**src/rtl/burst_frame_packer_pkg.sv**
```systemverilog
// Shared definitions for the burst frame packer and the gather stage.
//   WORD_W         : sample / frame word width
//   HEADER_DEFAULT : sync word that opens every frame
//   state_e        : packer FSM states
//   frame_word_t   : one output word with its framing flags
package burst_frame_packer_pkg;

  localparam int unsigned WORD_W = 16;

  localparam logic [WORD_W-1:0] HEADER_DEFAULT = 16'hEB90;

  typedef enum logic [2:0] {
    ST_IDLE    = 3'd0,
    ST_HDR     = 3'd1,
    ST_CNT     = 3'd2,
    ST_PAYLOAD = 3'd3,
    ST_CSUM    = 3'd4
  } state_e;

  typedef struct packed {
    logic              sof;
    logic              eof;
    logic [WORD_W-1:0] data;
  } frame_word_t;

endpackage

```
**src/rtl/burst_frame_packer_checksum.sv**
```systemverilog
// 16-bit modular accumulator for the frame checksum.
//   clk, rst_n : clock, async active-low reset
//   clr_i      : clear to zero (highest priority)
//   seed_en_i  : load seed_i
//   add_en_i   : accumulate add_val_i
//   sum_o      : registered running sum
module burst_frame_packer_checksum
  import burst_frame_packer_pkg::*;
(
  input  logic              clk,
  input  logic              rst_n,
  input  logic              clr_i,
  input  logic              seed_en_i,
  input  logic [WORD_W-1:0] seed_i,
  input  logic              add_en_i,
  input  logic [WORD_W-1:0] add_val_i,
  output logic [WORD_W-1:0] sum_o
);

  logic [WORD_W-1:0] sum_d, sum_q;

  // Next sum: clear, then seed, then add
  always_comb begin
    sum_d = sum_q;
    if (clr_i) begin
      sum_d = '0;
    end else if (seed_en_i) begin
      sum_d = seed_i;
    end else if (add_en_i) begin
      sum_d = sum_q + add_val_i;
    end
  end

  // Sum register
  always_ff @(posedge clk or negedge rst_n) begin
    if (!rst_n) begin
      sum_q <= '0;
    end else begin
      sum_q <= sum_d;
    end
  end

  assign sum_o = sum_q;

endmodule

```
**src/rtl/burst_frame_packer.sv**
```systemverilog
// Drains one DEPTH-word burst from the gather FIFO whenever it reports full
// and emits it as a framed valid/ready stream: header, frame counter,
// payload, checksum.
//   clk, rst_n          : clock, async active-low reset
//   fifo_full, fifo_q   : gather FIFO status and read data (1-cycle latency)
//   rdreq               : FIFO read strobe (combinational)
//   out_data/valid/ready: framed word stream handshake
//   out_sof, out_eof    : flag header / checksum word
//   busy                : any state other than IDLE
//   frame_done          : one-cycle pulse after the checksum is accepted
//   frame_cnt           : completed frame count, wraps
module burst_frame_packer
  import burst_frame_packer_pkg::*;
#(
  parameter int unsigned       DEPTH  = 256,
  parameter logic [WORD_W-1:0] HEADER = HEADER_DEFAULT
) (
  input  logic              clk,
  input  logic              rst_n,
  input  logic              fifo_full,
  input  logic [WORD_W-1:0] fifo_q,
  output logic              rdreq,
  output logic [WORD_W-1:0] out_data,
  output logic              out_valid,
  input  logic              out_ready,
  output logic              out_sof,
  output logic              out_eof,
  output logic              busy,
  output logic              frame_done,
  output logic [WORD_W-1:0] frame_cnt
);

  // Wide enough to hold DEPTH itself for the largest legal DEPTH
  localparam int unsigned CNT_W = 17;

  state_e            state_d, state_q;
  frame_word_t       word_d, word_q;
  logic              valid_d, valid_q;
  logic              inflight_q;
  logic [CNT_W-1:0]  rd_cnt_d, rd_cnt_q;
  logic [WORD_W-1:0] frame_cnt_d, frame_cnt_q;
  logic              done_d, done_q;
  logic              busy_q;
  logic              accept;
  logic              ck_clr, ck_seed, ck_add;
  logic [WORD_W-1:0] ck_sum;

  assign accept = valid_q & out_ready;

  // One read outstanding at most, and only when its word has a free slot
  assign rdreq = (state_q == ST_PAYLOAD) && (rd_cnt_q < CNT_W'(DEPTH)) &&
                 !inflight_q && (!valid_q || out_ready);

  // Next-state and output-register logic
  always_comb begin
    state_d     = state_q;
    word_d      = word_q;
    valid_d     = valid_q;
    rd_cnt_d    = rd_cnt_q;
    frame_cnt_d = frame_cnt_q;
    done_d      = 1'b0;
    ck_clr      = 1'b0;
    ck_seed     = 1'b0;
    ck_add      = 1'b0;

    unique case (state_q)
      ST_IDLE: begin
        if (fifo_full) begin
          state_d  = ST_HDR;
          word_d   = '{sof: 1'b1, eof: 1'b0, data: HEADER};
          valid_d  = 1'b1;
          rd_cnt_d = '0;
        end
      end

      ST_HDR: begin
        if (accept) begin
          state_d = ST_CNT;
          word_d  = '{sof: 1'b0, eof: 1'b0, data: frame_cnt_q};
          ck_seed = 1'b1;
        end
      end

      ST_CNT: begin
        if (accept) begin
          state_d = ST_PAYLOAD;
          valid_d = 1'b0;
        end
      end

      ST_PAYLOAD: begin
        // The word returned by last cycle's read always lands in an empty slot
        if (inflight_q) begin
          word_d.data = fifo_q;
          valid_d     = 1'b1;
          ck_add      = 1'b1;
        end else if (accept) begin
          if (rd_cnt_q == CNT_W'(DEPTH)) begin
            state_d = ST_CSUM;
            word_d  = '{sof: 1'b0, eof: 1'b1, data: ck_sum};
          end else begin
            valid_d = 1'b0;
          end
        end
        if (rdreq) begin
          rd_cnt_d = rd_cnt_q + 1'b1;
        end
      end

      ST_CSUM: begin
        if (accept) begin
          state_d     = ST_IDLE;
          valid_d     = 1'b0;
          word_d.eof  = 1'b0;
          frame_cnt_d = frame_cnt_q + 1'b1;
          done_d      = 1'b1;
          ck_clr      = 1'b1;
        end
      end

      default: begin
        state_d = ST_IDLE;
        valid_d = 1'b0;
      end
    endcase
  end

  // State and output registers
  always_ff @(posedge clk or negedge rst_n) begin
    if (!rst_n) begin
      state_q     <= ST_IDLE;
      word_q      <= '0;
      valid_q     <= 1'b0;
      inflight_q  <= 1'b0;
      rd_cnt_q    <= '0;
      frame_cnt_q <= '0;
      done_q      <= 1'b0;
      busy_q      <= 1'b0;
    end else begin
      state_q     <= state_d;
      word_q      <= word_d;
      valid_q     <= valid_d;
      inflight_q  <= rdreq;
      rd_cnt_q    <= rd_cnt_d;
      frame_cnt_q <= frame_cnt_d;
      done_q      <= done_d;
      busy_q      <= (state_d != ST_IDLE);
    end
  end

  // Running checksum seeded with the counter word
  burst_frame_packer_checksum u_checksum (
    .clk       (clk),
    .rst_n     (rst_n),
    .clr_i     (ck_clr),
    .seed_en_i (ck_seed),
    .seed_i    (frame_cnt_q),
    .add_en_i  (ck_add),
    .add_val_i (fifo_q),
    .sum_o     (ck_sum)
  );

  assign out_data   = word_q.data;
  assign out_sof    = word_q.sof;
  assign out_eof    = word_q.eof;
  assign out_valid  = valid_q;
  assign busy       = busy_q;
  assign frame_done = done_q;
  assign frame_cnt  = frame_cnt_q;

endmodule

```
**config.mk**
```make
export PLATFORM = sky130hd
export DESIGN_NAME = burst_frame_packer
export DESIGN_NICKNAME = d
export VERILOG_FILES = /design/src/rtl/burst_frame_packer_pkg.sv /design/src/rtl/burst_frame_packer_checksum.sv /design/src/rtl/burst_frame_packer.sv
export SDC_FILE = /design/constraint.sdc
export NUM_CORES = 1
export LEC_CHECK = 0
export ABC_AREA = 1
export CAP_MARGIN = 10
export CORE_MARGIN = 2
export CORE_UTILIZATION = 60
export CTS_CLUSTER_SIZE = 24
export DETAILED_ROUTE_END_ITERATION = 8
export PLACE_DENSITY = 0.93
export SLEW_MARGIN = 20
export SYNTH_ARGS = -nofsm -noshare
export SYNTH_HDL_FRONTEND = slang
export SYNTH_HIERARCHICAL = 1
export SYNTH_SLANG_ARGS = --single-unit
```
**constraint.sdc**
```tcl
create_clock -name clk -period 4.65 [get_ports clk]
set_input_delay 0.6975 -clock clk [delete_from_list [all_inputs] [get_ports clk]]
set_output_delay 0.6975 -clock clk [all_outputs]
set_load 0.05 [all_outputs]
```
==> results.cfg, run 1 <==
; implementation run metrics
[clocking]
clockBufferDepth = 2
post-cts-setup-buffer-count = 0
cts.sinks = 74

[setup_path]
cp_cell_sequence = inv_2 > nor2_2 > nand2_2 > nor2_4 > nand3_4 > inv_1 > clkdlybuf4s50_1
endpoint = rdreq
reg2regPathDepth = 10
required_ns = 3.95
r2r_slack_ns = 2.37
slowest_stage = clkdlybuf4s50_1
crit_buf_inv = 3
critPathMaxFanout = 21
cp_top_family = buffers and inverters
cp_num_cells = 7

[placement]
globalplace.congestion = 0.915
placed_cell_area_mm2 = 0.00557

[logic_synthesis]
syn_area_mm2 = 0.00496
synth_cell_type_count = 38
synth.ff_latch_count = 74
ys_top_cells_by_count = nand2_1 (248), nor2_1 (81), nand3_1 (78)
synthCells = 713
syn-num-nets = 752
most_common_cell = nand2_1
yosys_cells = 713
synthArstFlopShare_pct = 100
yosys.area.top_type = dfrtp_1

[route]
drc_errors = 0
via_per_inst = 5.72
postRouteAntennaNets = 0

[sta]
finalHoldViolations = 0
rsz0062_at_grt = no
worst_pin_slew_ns = 0.924
finalClockPeriodUsage_pct = 72.6
fin_tns_setup_ns = 0
timing.slew.headroom_pct = 38.4
layout_min_cycle_time_ns = 3.37

[power]
p_per_area_mw_per_mm2 = 230

[cells_and_area]
syn_to_final_growth_pct = 17.3
mostFrequentLayoutCell = nand2_1
fin_nets = 807
most-common-layout-cells = nand2_1 (248), nor2_1 (81), nand3_1 (78)
diodes = 0
fin_area_mm2 = 0.00582

[worst_hold_path]
hold_path.class = in2async

[job]
warning_count = 27
maxCapViolCount = 0

[outcome]
status = complete, no violations

[global_routing]
grt_pass1_wl_um = 22400
grt_max_degree = 75

[floorplanning]
die_h_um = 94.9
fp.dieW_um = 94.9
==> run 1: state kept, by name, indices dropped and copies added, names as in the netlist <==
register / flops
frame_cnt: 16
busy: 1
out_eof: 1
out_valid: 1
out_sof: 1
u_checksum/sum_o: 16
frame_done: 1
rd_cnt_q: 17
out_data: 16
inflight_q: 1
state_q: 3
==> run 1: cells by family after synthesis <==
| kind of cell | share of synthesized area (%) |
|---|---|
| XOR/XNOR | 2.65 |
| adder cells (fa/ha/maj) | 4.94 |
| AND/OR/NAND/NOR | 41.1 |
| AND-OR/OR-AND | 5.55 |
| buffers and inverters | 8.47 |
| flip-flops | 37.3 |
==> run 1: where the power goes <==
| part | internal, mW | switching (mW) | leakage [nW] |
|---|---|---|---|
| Clock | 0.386 | 0.240 | 0.123 |
| Combinational | 0.0269 | 0.0416 | 2.08 |
| Sequential | 0.643 | 0 | 0.935 |
==> run 1: per-layer routing <==
metal  part of all wire, %  track usage, %
met1                    41            42.1
met2                    48            54.7
met3                   8.6            5.59
met4                   2.0            10.3
met5                     0               0
==> run 1: per-stage QoR <==
step                      instances  utilization (%)
after floorplan                 713                -
after global placement          862             68.4
after detailed placement        862             68.4
after CTS                       878             71.5
after global routing            878             71.5
final                           878             71.5
==> run 1: final cells by class <==
class,instances,area [um^2]
Inverter,83,312
Clock inverter,4,97.6
Fill cell,654,2310
Clock buffer,12,155
Sequential cell,74,1850
Timing Repair Buffer,59,583
Multi-Input combinational cell,541,2690
Tap cell,105,131
run_1/placement.png
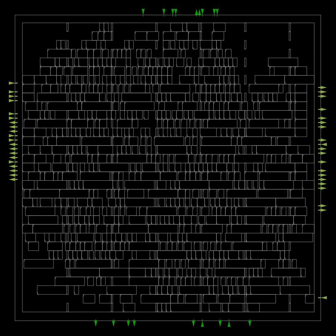
core outline area: 0.00813 mm^2
Tap Cells: 105
Rows: 33

run_1/layer_met4.png
Bar = 20 um. Supply wires on this layer in gray.
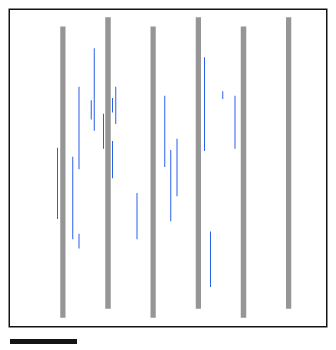
The wires run mostly vertical. The layer carries 275 um of wire.
drt total wl: 13400 um
vias: 5021

run_1/metal_density.png
Bar = 20 um. 19 x 19 tiles, from dark purple (low) to yellow (high), scaled to the fullest tile. Values are wire area over tile area, all layers added.
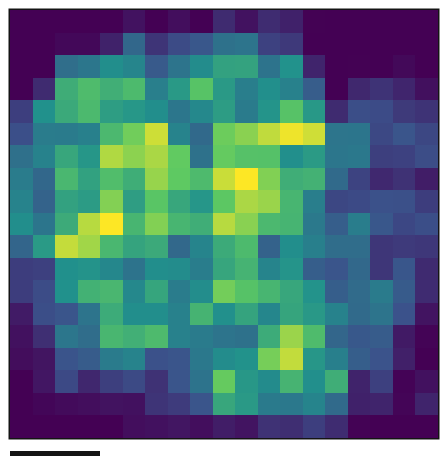
31% of the tiles are over half the peak. The mean over all tiles is 0.25. The densest ninth of the die: center. The fullest tile reaches 0.67.
WL/cell: 15.3 um
GRT Util Overall: 32.3%

==> run 2, diff against run 1 <==
--- a/config.mk
+++ b/config.mk
@@ -8,10 +8,10 @@
 export ABC_AREA = 1
 export CAP_MARGIN = 10
 export CORE_MARGIN = 2
-export CORE_UTILIZATION = 60
+export CORE_UTILIZATION = 57
 export CTS_CLUSTER_SIZE = 24
 export DETAILED_ROUTE_END_ITERATION = 8
-export PLACE_DENSITY = 0.93
+export PLACE_DENSITY = 0.89
 export SLEW_MARGIN = 20
 export SYNTH_ARGS = -nofsm -noshare
 export SYNTH_HDL_FRONTEND = slang
==> constraint.sdc (replaced) <==
create_clock -name clk -period 3.2 [get_ports clk]
set_input_delay 0.48 -clock clk [delete_from_list [all_inputs] [get_ports clk]]
set_output_delay 0.48 -clock clk [all_outputs]
set_load 0.05 [all_outputs]
run_2/metal_density.png
Bar = 20 um. 19 x 19 tiles, from dark purple (low) to yellow (high), scaled to the fullest tile. Values are wire area over tile area, all layers added.
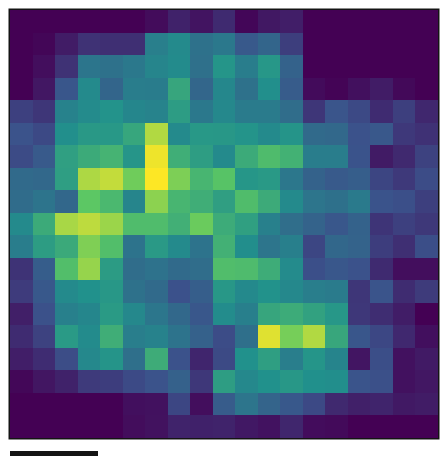
13% of the tiles are nearly empty. The emptiest ninth of the die: upper right. The fullest tile reaches 0.71.
GRT Util Overall: 28.5%
vias: 4864
drt total wl: 13000 um
WL/cell: 14.8 um

==> run 2 against run 1 <==
Compared with the run above: first-iteration DRC count down 26%; worst hold slack lost 0.23 ns; register-to-register slack worse by 1.4 ns; via count is 3.1% lower; sequential power increased by 45%; global-route usage down 3.8 points; critical path depth did not move; clock skew about the same; setup slack worse by 0.69 ns; highest routed layer unchanged.
==> results.cfg, run 2 <==
; implementation run metrics
[setup_path]
required_ns = 2.72
cp_cell_sequence = inv_2 > nor2_2 > nand2_2 > nor2_4 > nand3_4 > inv_1 > buf_4
critPathMaxFanout = 21
cp_top_family = simple AND/OR/NAND/NOR gates
slowest_stage = nor2_4
crit_buf_inv = 3

[power]
p_per_area_mw_per_mm2 = 307

[logic_synthesis]
synthAdderAreaFrac_pct = 4.94
simple_gate_share_pct = 41.1
yosys.area.top_type = dfrtp_1
synthCells = 713
synth_cell_type_count = 38
yosys_cells = 713
ys_top_cells_by_count = nand2_1 (248), nor2_1 (81), nand3_1 (78)
synth.ff_latch_count = 74
syn-num-nets = 752
syn_area_mm2 = 0.00496
logic_family = simple AND/OR/NAND/NOR gates
synthArstFlopShare_pct = 100
most_common_cell = nand2_1
ys_sh_mux_pct = 0
aoi_share_pct = 5.55
ff_type = dfrtp_1

[placement]
globalplace.congestion = 0.954
place_inst = 865

[sta]
fin_tns_setup_ns = 0
finalClockPeriodUsage_pct = 81.7
timing.slew.headroom_pct = 39.7
finalHoldViolations = 0

[cells_and_area]
syn_to_final_growth_pct = 16.1
largest_reg_flops = 17
max_flop_register = rd_cnt_q
fin_area_mm2 = 0.00576
diodes = 0
most-common-layout-cells = nand2_1 (248), nor2_1 (81), nand3_1 (78)
fillers = 739
mostFrequentLayoutCell = nand2_1
fin_nets = 807

[floorplanning]
fp.dieW_um = 97.3
die_h_um = 97.3
placementRows = 34

[route]
drc_errors = 0
via_per_inst = 5.53
postRouteAntennaNets = 0

[global_routing]
grt_pass1_wl_um = 21900

[outcome]
status = complete, no violations

[clocking]
post-cts-setup-buffer-count = 0
clockBufferDepth = 2

[job]
warning_count = 27
run_2/placement.png
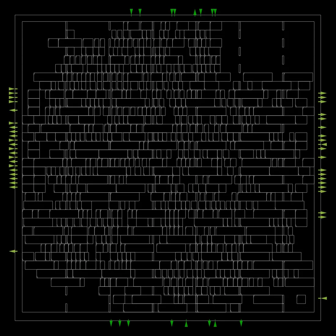
Tap Cells: 108
core outline area: 0.00859 mm^2
Finished Core Util: 67.0%

## run 2: cell types whose count changed in the layout (fill, tap and decap cells not counted)
| cell | change |
|---|---|
| bufinv_16 | -2 |
| clkinv_2 | +2 |
| buf_4 | +1 |
| clkbuf_1 | -1 |
| clkdlybuf4s50_1 | -1 |
| clkinvlp_4 | -1 |
## run 2: stage by stage
| stage | total power [mW] | setup WS (ns) |
|---|---|---|
| floorplan | 0.994 | 1.25 |
| global placement | 1.05 | 0.803 |
| detailed placement | 1.05 | 0.749 |
| CTS | 1.77 | 0.611 |
| global route | 1.82 | 0.473 |
| finish | 1.77 | 0.585 |
## run 2: layer usage
layer	part of all wire (%)	vias up	global-route usage (%)
met5	0	-	0
met2	48	212	47.8
met3	7.4	40	5.97
met1	42	2263	36.8
li1	-	2349	-
met4	2.8	0	9.62
## run 2: final cells by class
class	instances	area [um^2]	share of cell area, %
Clock inverter	3	40.0	0.695
Sequential cell	74	1850	32.2
Inverter	83	312	5.41
Multi-Input combinational cell	541	2690	46.7
Timing Repair Buffer	59	581	10.1
Tap cell	108	135	2.35
Clock buffer	11	151	2.63
## run 2: power by group
group          total (mW)  leakage, nW  switching [mW]  internal, mW
Sequential          0.935        0.935               0         0.935
Combinational      0.0980         2.08          0.0591        0.0390
Clock               0.734        0.101           0.342         0.391
Total                1.77         3.12           0.401          1.37
## run 2: worst paths after layout
path                                       end    startpoint  slack (ns)  cells after the start
setup / recovery                         rdreq    state_q[0]        0.58                      7
hold / removal                     rd_cnt_q[1]         rst_n        0.24                      1
setup reg to reg           u_checksum/sum_o[7]    state_q[2]        0.94                     10
hold reg to reg                   out_data[15]  out_data[15]        0.47                      2
max in group asynchronous           frame_done         rst_n        2.37                      1
min in group clk                  out_data[15]  out_data[15]        0.47                      2
==> run 3, diff against run 2 <==
==> constraint.sdc (replaced) <==
create_clock -name clk -period 2.44 [get_ports clk]
set_input_delay 0.366 -clock clk [delete_from_list [all_inputs] [get_ports clk]]
set_output_delay 0.366 -clock clk [all_outputs]
set_load 0.05 [all_outputs]
run_3/placement.png
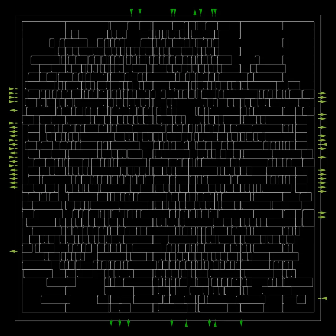
Fillers: 727
Finished Core Util: 68.5%
flop count: 74
flop share of the area: 31.5%
fin cells: 890

==> run 3 against run 2 <==
Compared with the run above: utilization up 1.5 points; flip-flop count unchanged; critical endpoint is now u_checksum/sum_o[6]; clock power up 57%; global-route usage up 1.8 points; critical path type is now reg2reg; register-to-register slack worse by 0.68 ns; final cell count up 1.3%; combinational power up 33%; highest routed layer unchanged; design area up 2.2%; synthesized cell count unchanged.
==> results.cfg, run 3 <==
; implementation run metrics
[outcome]
status = complete, no violations

[cells_and_area]
diodes = 0
largest_reg_flops = 17
syn_to_final_growth_pct = 18.7
most-common-layout-cells = nand2_1 (248), nor2_1 (81), nand3_1 (78)
fin_nets = 817

[route]
route.met2.wl_um = 6610
via_per_inst = 5.69
wirelength_um = 14000
num_vias = 5063
drc_errors = 0
highest-signal-layer = met4
wl_per_cell_um = 15.7
postRouteAntennaNets = 0

[sta]
finalClockPeriodUsage_pct = 89.4
timing.slew.headroom_pct = 38.2
finalHoldViolations = 0
fin_tns_setup_ns = 0

[logic_synthesis]
synth.ff_latch_count = 74
yosys.area.top_type = dfrtp_1
synthCells = 713
synthArstFlopShare_pct = 100
syn_area_mm2 = 0.00496
synth_cell_type_count = 38
syn-num-nets = 752
most_common_cell = nand2_1
ff_type = dfrtp_1

[floorplanning]
fp.dieW_um = 97.3
placementRows = 34
coreArea_mm2 = 0.00859

[setup_path]
crit-reg2reg-launch = state_q[2]
cp_cell_sequence = inv_1 > nand2_2 > nor2_4 > inv_1 > nor2_1 > inv_2 > nor2_1 > nor2_1 > a22o_1
cp_top_family = simple AND/OR/NAND/NOR gates
slowest_delay_ns = 0.42
slowest_stage = dfrtp_1
required_ns = 2.68
cp-startpoint = state_q[2]
crit_buf_inv = 3

[placement]
globalplace.congestion = 0.954

[global_routing]
grt_max_degree = 75
grt.busiest_layer = met2
track_usage_pct = 30.3
groute.layer.met2.usage_pct = 51.2
grt_pass1_wl_um = 23200
grt_util_met3_pct = 7.48

[clocking]
h-tree-depth = 3

[power]
p_per_area_mw_per_mm2 = 425

[job]
warning_count = 27
run_3/flops_by_reg.png
Other sequential cells in the stronger gray, the rest of the logic in the fainter gray.
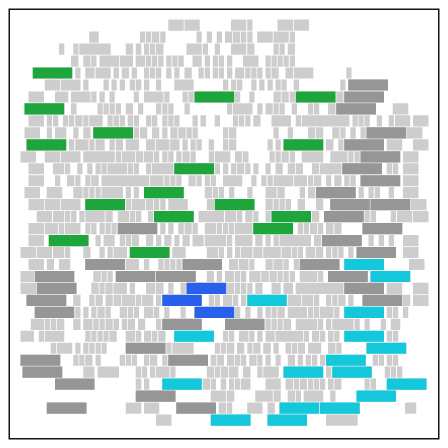
u_checksum/sum_o: in green, sequential cells 16. rd_cnt_q: in cyan, sequential cells 17. state_q: in blue, sequential cells 3.
Another 38 sequential cells are not colored.
seq pwr: 1.23 mW
FF+latch area: 0.00185 mm^2

==> run 3: final cells by class <==
class	instances	share of cell area [%]
Tap cell	108	2.30
Inverter	83	5.29
Timing Repair Buffer	69	11.3
Clock buffer	10	2.17
Multi-Input combinational cell	541	45.7
Sequential cell	74	31.5
Clock inverter	5	1.76
==> run 3: worst paths after layout <==
kind | slack [ns] | cells past startpoint | to
hold / removal | 0.15 | 1 | rd_cnt_q[9]
min in group clk | 0.48 | 2 | out_data[11]
hold reg to reg | 0.48 | 2 | out_data[11]
max in group asynchronous | 1.70 | 1 | u_checksum/sum_o[1]
setup reg to reg | 0.26 | 9 | u_checksum/sum_o[6]
setup / recovery | 0.26 | 9 | u_checksum/sum_o[6]
==> run 3: per-stage QoR <==
stage / cell area, um^2 / hold slack (ns) / cells / power (mW) / worst slack (ns)
final: 5890 / 0.146 / 890 / 2.50 / 0.260
after detailed placement: 5660 / 0.459 / 875 / 1.38 / 0.134
after floorplan: 4960 / 0.0704 / 713 / 1.30 / 0.494
after global routing: 5890 / 0.230 / 890 / 2.57 / 0.164
after CTS: 5890 / 0.185 / 890 / 2.51 / 0.316
after global placement: 5660 / 0.456 / 875 / 1.38 / 0.187
==> run 3: kinds of logic after synthesis <==
group	share of synthesized area [%]
buffers and inverters	8.47
flip-flops	37.3
XOR/XNOR	2.65
AND/OR/NAND/NOR	41.1
AND-OR/OR-AND	5.55
adder cells (fa/ha/maj)	4.94
==> run 3: power by group <==
part	switching [mW]	internal [mW]	total, mW
sequential	0	1.23	1.23
clock	0.471	0.674	1.15
combinational	0.0792	0.0512	0.130
total	0.550	1.95	2.50
Power and IR drop assume default switching activity.
